`config.mk`:
```
export PLATFORM = sky130hd
export DESIGN_NAME = uart_rx
export DESIGN_NICKNAME = d
export VERILOG_FILES = /design/src/rtl/uart_rx.sv
export SDC_FILE = /design/constraint.sdc
export NUM_CORES = 1
export LEC_CHECK = 0
export CAP_MARGIN = 20
export CORE_MARGIN = 2
export CORE_UTILIZATION = 63
export CTS_CLUSTER_SIZE = 24
export DETAILED_ROUTE_END_ITERATION = 7
export PLACE_DENSITY = 0.86
export SLEW_MARGIN = 20
export SYNTH_ARGS = -nofsm -noshare
export SYNTH_HDL_FRONTEND = slang
export SYNTH_SLANG_ARGS = --single-unit
```
`constraint.sdc`:
```
create_clock -name CLK -period 11 [get_ports CLK]
set_clock_uncertainty 0.2 [all_clocks]
set_input_delay 1.1 -clock CLK [delete_from_list [all_inputs] [get_ports CLK]]
set_output_delay 1.1 -clock CLK [all_outputs]
set_load 0.01 [all_outputs]
```
`src/rtl/uart_rx.sv`:
```
// 8N1 UART receiver with input synchronizer and mid-bit sampling.
// Define UART_RX_PARITY_EN to add an even-parity bit and parity_err strobe.
module uart_rx #(
  parameter int SYNC_STAGES = 2,
  parameter int DATA_BITS   = 8
) (
  input  logic                 CLK,
  input  logic                 rst,
  input  logic                 RX,
  input  logic [20:0]          prescaler_in,
  input  logic                 full,
  output logic [DATA_BITS-1:0] data,
  output logic                 rx_valid,
  output logic                 frame_err,
  output logic                 overrun,
  output logic                 rx_active
`ifdef UART_RX_PARITY_EN
  ,
  output logic                 parity_err
`endif
);

  localparam int IW = $clog2(DATA_BITS);
  localparam logic [IW-1:0] LAST = IW'(DATA_BITS - 1);

  typedef enum logic [2:0] {
    S_IDLE,
    S_START,
    S_DATA,
`ifdef UART_RX_PARITY_EN
    S_PARITY,
`endif
    S_STOP,
    S_BREAK
  } state_t;

  state_t                 r_state, w_state_n;
  logic [SYNC_STAGES-1:0] r_sync;
  logic [20:0]            r_cnt, w_cnt_n;
  logic [20:0]            r_p, w_p_n;
  logic [DATA_BITS-1:0]   r_shift, w_shift_n;
  logic [IW-1:0]          r_idx, w_idx_n;
  logic [DATA_BITS-1:0]   r_data, w_data_n;
  logic                   r_valid, w_valid_n;
  logic                   r_ferr, w_ferr_n;
  logic                   r_ovr, w_ovr_n;
  logic                   r_pbad, w_pbad_n;
  logic                   r_perr, w_perr_n;

  logic        w_rx_s;
  logic [20:0] w_p_lat;
  logic        w_mid;
  logic        w_end;

  assign w_rx_s  = r_sync[SYNC_STAGES-1];
  assign w_p_lat = (prescaler_in < 21'd4) ? 21'd4 : prescaler_in;
  assign w_mid   = (r_cnt == ((r_p >> 1) - 21'd1));
  assign w_end   = (r_cnt == (r_p - 21'd1));

  always_ff @(posedge CLK or posedge rst) begin
    if (rst) begin
      r_sync <= '1;
    end else if (SYNC_STAGES > 1) begin
      r_sync <= {r_sync[SYNC_STAGES-2:0], RX};
    end else begin
      r_sync <= RX;
    end
  end

  always_ff @(posedge CLK or posedge rst) begin
    if (rst) begin
      r_state <= S_IDLE;
      r_cnt   <= '0;
      r_p     <= '0;
      r_shift <= '0;
      r_idx   <= '0;
      r_data  <= '0;
      r_valid <= 1'b0;
      r_ferr  <= 1'b0;
      r_ovr   <= 1'b0;
      r_pbad  <= 1'b0;
      r_perr  <= 1'b0;
    end else begin
      r_state <= w_state_n;
      r_cnt   <= w_cnt_n;
      r_p     <= w_p_n;
      r_shift <= w_shift_n;
      r_idx   <= w_idx_n;
      r_data  <= w_data_n;
      r_valid <= w_valid_n;
      r_ferr  <= w_ferr_n;
      r_ovr   <= w_ovr_n;
      r_pbad  <= w_pbad_n;
      r_perr  <= w_perr_n;
    end
  end

  always_comb begin
    w_state_n = r_state;
    w_cnt_n   = r_cnt + 21'd1;
    w_p_n     = r_p;
    w_shift_n = r_shift;
    w_idx_n   = r_idx;
    w_data_n  = r_data;
    w_valid_n = 1'b0;
    w_ferr_n  = 1'b0;
    w_ovr_n   = r_ovr;
    w_pbad_n  = r_pbad;
    w_perr_n  = 1'b0;
    unique case (r_state)
      S_IDLE: begin
        w_cnt_n  = '0;
        w_pbad_n = 1'b0;
        if (!w_rx_s) begin
          w_state_n = S_START;
          w_p_n     = w_p_lat;
        end
      end
      S_START: begin
        if (w_mid) begin
          w_cnt_n   = '0;
          w_idx_n   = '0;
          w_state_n = w_rx_s ? S_IDLE : S_DATA;
        end
      end
      S_DATA: begin
        if (w_end) begin
          w_cnt_n   = '0;
          w_shift_n = {w_rx_s, r_shift[DATA_BITS-1:1]};
          w_idx_n   = r_idx + 1'b1;
          if (r_idx == LAST) begin
`ifdef UART_RX_PARITY_EN
            w_state_n = S_PARITY;
`else
            w_state_n = S_STOP;
`endif
          end
        end
      end
`ifdef UART_RX_PARITY_EN
      S_PARITY: begin
        if (w_end) begin
          w_cnt_n   = '0;
          w_pbad_n  = (w_rx_s != ^r_shift);
          w_state_n = S_STOP;
        end
      end
`endif
      S_STOP: begin
        if (w_end) begin
          w_cnt_n = '0;
          if (!w_rx_s) begin
            w_ferr_n  = 1'b1;
            w_state_n = S_BREAK;
          end else begin
            w_state_n = S_IDLE;
            if (r_pbad) begin
              w_perr_n = 1'b1;
            end else begin
              w_data_n = r_shift;
              if (full) w_ovr_n = 1'b1;
              else      w_valid_n = 1'b1;
            end
          end
        end
      end
      S_BREAK: begin
        w_cnt_n = '0;
        if (w_rx_s) w_state_n = S_IDLE;
      end
      default: begin
        w_cnt_n   = '0;
        w_state_n = S_IDLE;
      end
    endcase
  end

  assign data      = r_data;
  assign rx_valid  = r_valid;
  assign frame_err = r_ferr;
  assign overrun   = r_ovr;
  assign rx_active = (r_state != S_IDLE) && (r_state != S_BREAK);
`ifdef UART_RX_PARITY_EN
  assign parity_err = r_perr;
`endif

endmodule
```
==> run_1/ff_map.png <==
Other sequential cells in the stronger grey, the rest of the logic in the fainter grey.
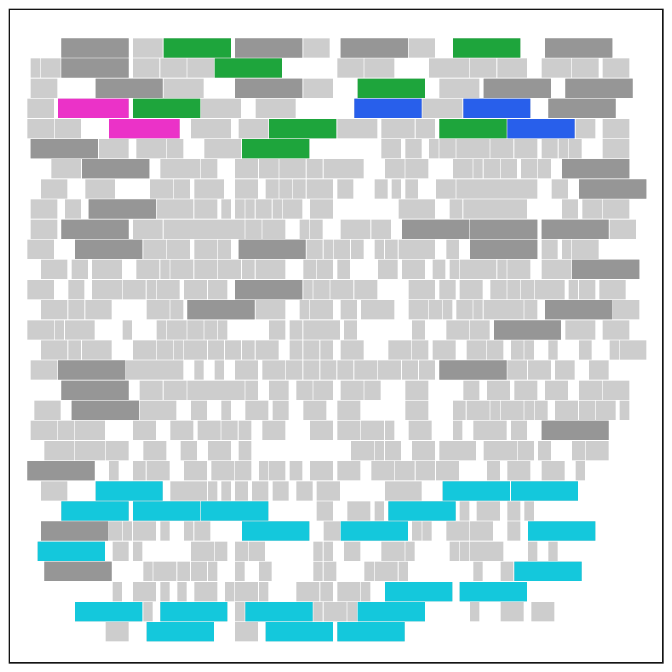
[`r_idx`] blue | sequential cells: 3
[`r_cnt`] cyan | sequential cells: 21
[`r_shift`] green | sequential cells: 8
[`r_sync`] magenta | sequential cells: 2
storage element area: 0.00173 mm^2
P_seq: 0.286 mW
Util after Layout: 73.8%
flop share of the area: 34.3%

==> run_1/congestion_map.png <==
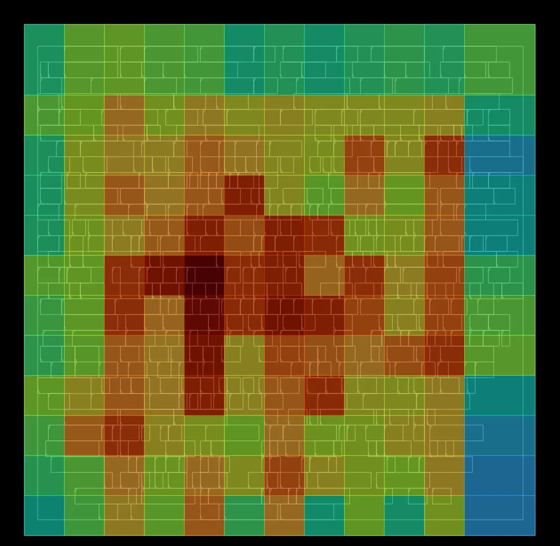
GRT Overall Usage: 29.6%
busiest grt layer: met2
met3 Resource Use GR: 6.97%
WL/cell: 18.5 um
GR Layer Usage met2: 45.5%

==> Changelog: implementation, run 1 <==
### Physical design

* Status: finished clean
* Bufs on Longest Clock Path at 2
* Core ar. at 0.00683 mm^2
* Req. time, crit path at 11030 ps
* Vias per Instance at 6.30
* Gates resized, CTS repair at 0
* Post-synth seq share at 38.8%
* Setup slack at placement at 6830 ps
* Rel. slew slack at 37.7%
* Hold Crit Depth at 0
* Placer Congestion at 1.11
* Final hold violation count at 0
* CTS tree: built
* Endpoint class of the critical path: flip-flop
* Final #Nets at 510
* Slew Viols, Final at 0
* # hold bufs at CTS at 0
* Final setup viols at 0
* Worst reg2reg path depth at 10
* Num CTS Buffers at 9
* Vias in the first global route at 3544
* Crit path DAT at 4280 ps
* Setup WS post-layout at 6750 ps
* Ao+oa area frac at 9.69%
* Yosys simple share at 22.7%
* Critical Path Fanout Max at 10
* Post-Synthesis Cell Area at 0.00446 mm^2
* Clock-pin slew on the worst setup and hold paths at 80 ps
* Cell count after synthesis at 460
* Sw frac at 27.5%
* Hold slack at 159 ps
* CTS Sinks at 69
* FP Util at 65.2%
* MI comb area at 0.00255 mm^2
* Ys Warns at 0
* Via count at 3663
* First-pass GRT wire length at 17.5 mm
* Leak Pwr at 2.03 nW
==> run_1/pinout.png <==
Pins as bars across the die edge, other pins in grey.
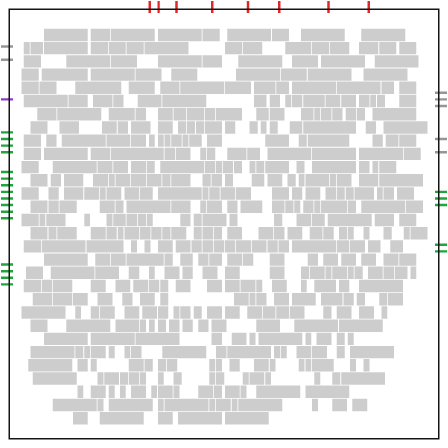
[`data`] red | pins: 8 | direction: output | edge: top
[`prescaler_in`] green | pins: 21 | direction: input | edge: 16 left, 5 right
[`RX`] purple | pins: 1 | direction: input | edge: left
all pins by edge: 19 left, 10 right, 8 top
input/output buffers: 36
Die Y: 88.1 um
die width: 88.1 um

==> run_1/clock_wires.png <==
Scale bar: 20 um.
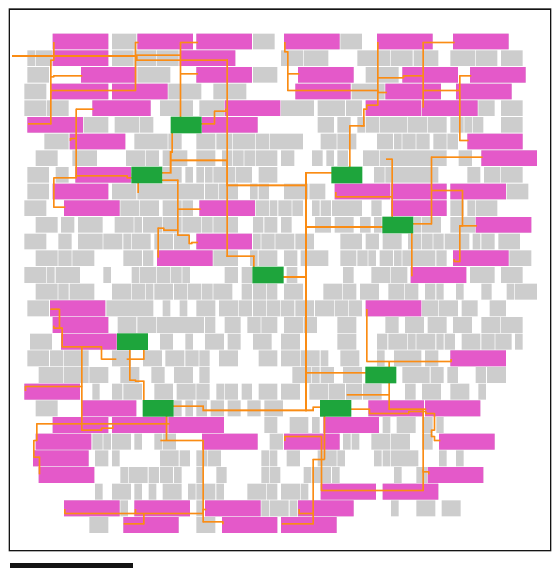
[flip-flops] magenta | count: 69
[clock-net drivers] green | count: 9
[clock wires] orange | length: 849 um
flops lie: spread over the die
routed clock nets: 10
Clk. pwr: 0.228 mW
clock power share: 38.6%

==> run 1: registers in the layout, summed over array words and instances (netlist names) <==
signal     cells
r_shift        8
r_state        3
r_p           21
data           8
r_idx          3
r_sync         2
overrun        1
r_cnt         21
rx_valid       1
frame_err      1
==> run 1: final timing paths <==
| path | slack, ps | end | start |
|---|---|---|---|
| max | 6750 | r_shift[7] | r_p[1] |
| min | 160 | r_sync[1] | r_sync[0] |
| max reg2reg | 6750 | r_shift[7] | r_p[1] |
| min reg2reg | 160 | r_sync[1] | r_sync[0] |
| max in group asynchronous | 8930 | r_cnt[1] | rst |
| min in group asynchronous | 1140 | data[7] | rst |
==> run 1: cell families (layout without fill, tap and decap cells) <==
group,count (synthesis),in the layout
adders and majority gates,5,5
buffers and inverters,40,65
DFF,69,69
and+or+nand+nor,178,178
muxes,35,35
AOI/OAI and AO/OA,63,63
xor gates and xnor gates,70,70
==> run 1: power groups by stage <==
stage | combinational (mW) | sequential, mW | clock (mW)
4_1_cts | 0.0763 | 0.285 | 0.231
3_3_place_gp | 0.0729 | 0.290 | 0
6_report | 0.0771 | 0.286 | 0.228
5_1_grt | 0.0861 | 0.287 | 0.242
3_5_place_dp | 0.0759 | 0.290 | 0
2_1_floorplan | 0.0662 | 0.274 | 0
==> run 1: through the flow <==
step                      instance area [um^2]  std cells  power [mW]
final                                     5040        581       0.591
after CTS                                 5040        581       0.593
after global placement                    4820        565       0.363
after detailed placement                  4820        565       0.366
after floorplan                           4460        460       0.341
after global routing                      5040        581       0.615
==> run 1: cells in the mapped netlist (10+ instances only) <==
library cell / n
xor2_1: 38
o21ai_0: 10
nor4_1: 19
mux2_4: 10
inv_1: 10
clkbuf_1: 22
a21oi_1: 10
nor2_1: 41
nor3_1: 12
nand4_1: 13
nand2_1: 25
dfrtp_1: 67
nand3_1: 20
xnor2_1: 32
mux2_2: 23
==> run 1: final cells by class <==
cell class	count	share of cell area (%)
Multi-Input combinational cell	351	50.7
Sequential cell	69	34.3
Timing Repair Buffer	39	7.59
Clock buffer	11	2.61
Tap cell	96	2.38
Clock inverter	5	1.69
Inverter	10	0.745
==> run 1: routing by layer <==
metal	track usage [%]	share of wire (%)	wire (um)
met2	45.5	46	4900
met5	0	0	0
met3	6.97	7.5	809
met4	12.4	3.4	361
met1	40.6	43	4660
==> run 1: cells in the final DEF (no fill, tap or decap), drive strengths merged, types with 12 or more instances in the layout <==
master | synthesis | routed
nand3 | 20 | 20
nor3 | 12 | 12
clkdlybuf4s50 | 0 | 36
o21ai | 12 | 12
xnor2 | 32 | 32
nor2 | 41 | 41
nand2 | 25 | 25
dfrtp | 67 | 67
nor4 | 22 | 22
xor2 | 38 | 38
mux2 | 35 | 35
nand4 | 13 | 13
==> run 1: worst max-delay path: stages (launching register included) <==
cell      delay [ps]
dfrtp_1          440
inv_1            160
ha_1             300
nor4b_2          570
xnor2_1          180
nand2_1           90
nor4_1           350
nand4b_1         140
or4b_4           550
nor4b_4          790
mux2_4           360
==> inputs of run 2 (changes only) <==
CORE_UTILIZATION = 53   (was 63)
PLACE_DENSITY = 0.77   (was 0.86)
clock period = 3.4 ns   (was 11 ns; I/O delays follow)
==> run 2 against run 1 <==
Net effect:
- sequential power rose to 3.2 times the previous value
- critical path depth is 1 lower
- count of clock-buffer cells in the layout fell by 1
- total power rose to 3.4 times the previous value
- wire length up 13%
- via count rose by 6.1%
- global-route usage is 2.7 points lower
- final cell count up 11%
- first-iteration DRC count decreased by 16%
- clock power rose to 3.3 times the previous value
- critical path type unchanged
- critical endpoint is now r_idx[1]
- highest routed layer unchanged
==> Changelog: implementation, run 2 <==
### Physical design

* Clock power share at 37.7% (was 38.6%)
* Antenna viol nets, final at 0 (unchanged)
* Post-DP HPWL at 8.90 mm (was 8.01 mm)
* Placed cells at 621 (was 565)
* # Cells Yosys at 460 (unchanged)
* Vias per Instance at 6.04 (was 6.30)
* Most frequent cell after synthesis: dfrtp_1 (unchanged)
* Synth Net Count at 490 (unchanged)
* First-pass GRT wire length at 18.4 mm (was 17.5 mm)
* Max IR drop VDD at 0.209 mV (was 0.0987 mV)
* Final #Nets at 564 (was 510)
* HP Class: flip-flop to flip-flop (unchanged)
* Seq cells post-synth at 69 (unchanged)
* FP Util at 54.5% (was 65.2%)
* Slew Viols, Final at 0 (unchanged)
* Async set-or-reset flop fraction in the synthesized netlist at 100% (unchanged)
* Chip area at 0.00916 mm^2 (was 0.00776 mm^2)
* Layout area overhead at 28.3% (was 13.1%)
* Root Driver: clkbuf_8 (unchanged)
* Largest net degree at the start of global routing at 38 (was 70)
* Hold slack at 159 ps (about the same)
* Avg Cell Area, Syn at 9.69 um^2 (unchanged)
* RSZ-0062 raised after global routing: yes (was no)
* Cell type with the largest total area: dfrtp_1 (unchanged)
* WL/cell at 18.8 um (was 18.5 um)
* Post-synth seq share at 38.8% (unchanged)
* CTS Sinks at 69 (unchanged)
* Period minus WS final at 3350 ps (was 4250 ps)
* Vias in the first global route at 3663 (was 3544)
* Die width at 95.7 um (was 88.1 um)
* Tool warnings at 27 (was 26)
* Share of cells above drive strength 1 at 28.6% (was 14.0%)
* Clock latency on the worst-skew pair at 350 ps (about the same)
* Final setup viols at 0 (unchanged)
* Clock-pin slew on the worst setup and hold paths at 80 ps (about the same)
* Crit path DAT at 3390 ps (was 4280 ps)
* GRT Overall Usage at 26.9% (was 29.6%)
* Fin cells at 644 (was 581)
* Core ar. at 0.00818 mm^2 (was 0.00683 mm^2)
* Switching Power at 0.563 mW (was 0.163 mW)
* Final hold violation count at 0 (unchanged)
* Rows at 33 (was 30)
* Ant. Diodes at 0 (unchanged)
* Most frequent logic cell in the layout: dfrtp_1 (unchanged)
* Chip area line of the yosys report at 0.00446 mm^2 (unchanged)
* DR iter-0 viols at 238 (was 285)
* Die Y at 95.7 um (was 88.1 um)
* Synth Flop Type: dfrtp_1 (unchanged)
* Ys Warns at 0 (unchanged)
* Power Density at 351 mW/mm^2 (was 117 mW/mm^2)
* Final setup TNS at 0 ps (unchanged)
* EDFF count, synth at 0 (unchanged)
* Rel. slew slack at 52.7% (was 37.7%)
* H-tree depth at 3 (unchanged)
* Leak Pwr at 2.36 nW (was 2.03 nW)
* # IOs at 37 (unchanged)
* Endpoint class of the critical path: flip-flop (unchanged)
* CP Launch Type: flip-flop (unchanged)
* Drc violations at 0 (unchanged)
* Max-cap violations at 0 (unchanged)
* Bufs on Longest Clock Path at 2 (unchanged)
* Top flop regs: r_cnt (21), r_p (21) (unchanged)
* Internal Pwr Total at 1.45 mW (was 0.429 mW)
* Top area cell types: dfrtp_1 (38%), xor2_1 (7.5%), xnor2_1 (6.3%) (unchanged)
* Area leader share at 37.6% (unchanged)
* Sw frac at 28.0% (was 27.5%)
* Slew at the pin with the worst max-slew slack at 709 ps (was 930 ps)
* Num CTS Buffers at 9 (unchanged)
* Comb pwr share at 16.8% (was 13.0%)
* Input/output buffers at 36 (unchanged)
* Sequential Power Share at 45.5% (was 48.4%)
* Fill count at 635 (was 491)
* Critical Path Fanout Max at 8 (was 10)
* Placer Congestion at 0.985 (was 1.11)
* Cell count after synthesis at 460 (unchanged)
* Period utilisation layout at 98.4% (was 38.6%)
* Post-Synthesis Cell Area at 0.00446 mm^2 (unchanged)
* CTS tree: built (unchanged)
* Antenna violations before repair at 0 (unchanged)
* Post-synth cell types at 62 (unchanged)
* Commonest cells in the netlist: dfrtp_1 (67), nor2_1 (41), xor2_1 (38), xnor2_1 (32), nand2_1 (25) (unchanged)
* Status: finished clean (unchanged)
* GRT Residual Overflow at 0 (unchanged)
* Most common logic cells in the final layout: dfrtp_1 (61), buf_4 (51), nor2_1 (40) (was dfrtp_1 (67), nor2_1 (41), xor2_1 (38))
* First drt pass iteration count at 5 (unchanged)
* Req. time, crit path at 3440 ps (was 11030 ps)
## run 2: cell counts after synthesis
No cell type changed its count.
## run 2: critical path: stages, from the launching register on
cell and delay (ps):
dfrtp_2 480, buf_4 190, or4_4 580, o41ai_1 390, o32ai_1 130, o21ai_1 270
nor4b_1 380, buf_4 210, a21boi_0 120, mux2_4 290
## run 2: cell type report
cell class | instances | area, um^2 | share of cell area (%)
well taps | 105 | 131 | 2.30
clock inverters | 6 | 86.3 | 1.51
repair buffers | 93 | 860 | 15.0
flip-flops and latches | 69 | 1740 | 30.4
inverters | 10 | 37.5 | 0.657
multi-input cells | 351 | 2730 | 47.7
clock buffers | 10 | 138 | 2.41
## run 2: logic make-up (layout without fill, tap and decap cells)
group	after synthesis	after routing	synth area share (%)
AND/OR/NAND/NOR	178	178	22.7
XOR/XNOR	70	70	13.8
flip-flops	69	69	38.8
AND-OR/OR-AND	63	63	9.69
buffers and inverters	40	119	3.96
multiplexers	35	35	9.69
adder cells (fa/ha/maj)	5	5	1.40
## run 2: final timing paths
check / start / to / slack, ps / cells past startpoint
hold / removal: r_sync[0] / r_sync[1] / 160 / 0
hold reg to reg: r_sync[0] / r_sync[1] / 160 / 0
setup reg to reg: r_p[3] / r_idx[1] / 50 / 9
setup / recovery: r_p[3] / r_idx[1] / 50 / 9
min in group asynchronous: rst / data[3] / 230 / 2
max in group asynchronous: rst / r_sync[0] / 2090 / 3
## run 2: metal layers
| layer | global-route usage, % | routed length, um |
|---|---|---|
| met4 | 10.1 | 400 |
| met5 | 0 | 0 |
| met2 | 43.8 | 5760 |
| met1 | 35.1 | 5270 |
| met3 | 5.85 | 674 |
## run 2: power by group through the flow
stage | Sequential (mW) | Clock [mW] | Combinational, mW
final | 0.913 | 0.757 | 0.338
after global placement | 0.919 | 0 | 0.287
after global routing | 0.917 | 0.812 | 0.363
after CTS | 0.907 | 0.768 | 0.299
after floorplan | 0.888 | 0 | 0.214
after detailed placement | 0.922 | 0 | 0.295
## run 2: repair_timing
item | in CTS | in global routing
hold buffers | 0 | 0
setup endpoints to repair | 17 | 39
setup buffers | 0 | 6
resized | 2 | 37
pin swaps | 1 | 14
gates cloned | 0 | 1
## run 2: per-stage QoR
stage          worst slack (ps)  power (mW)  cell area (um^2)  utilization (%)
2_1_floorplan              16.9        1.10              4460                -
3_3_place_gp               30.8        1.21              5240             64.1
3_5_place_dp              -32.8        1.22              5240             64.1
4_1_cts                    16.1        1.97              5470             66.9
5_1_grt                   -83.1        2.09              5720             69.9
6_report                   53.4        2.01              5720             69.9
==> run_2/m4.png <==
Cells faint in the background.
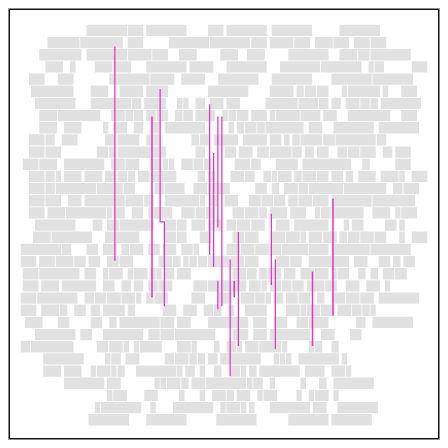
longest straight run: 47.6 um
nets with wire on the layer: 15
main direction: vertical
wire length on this layer: 400 um
share of all routed wire: 3.3%
via count: 3888
Post-Route WL: 12.1 mm

Power and IR drop assume default switching activity.
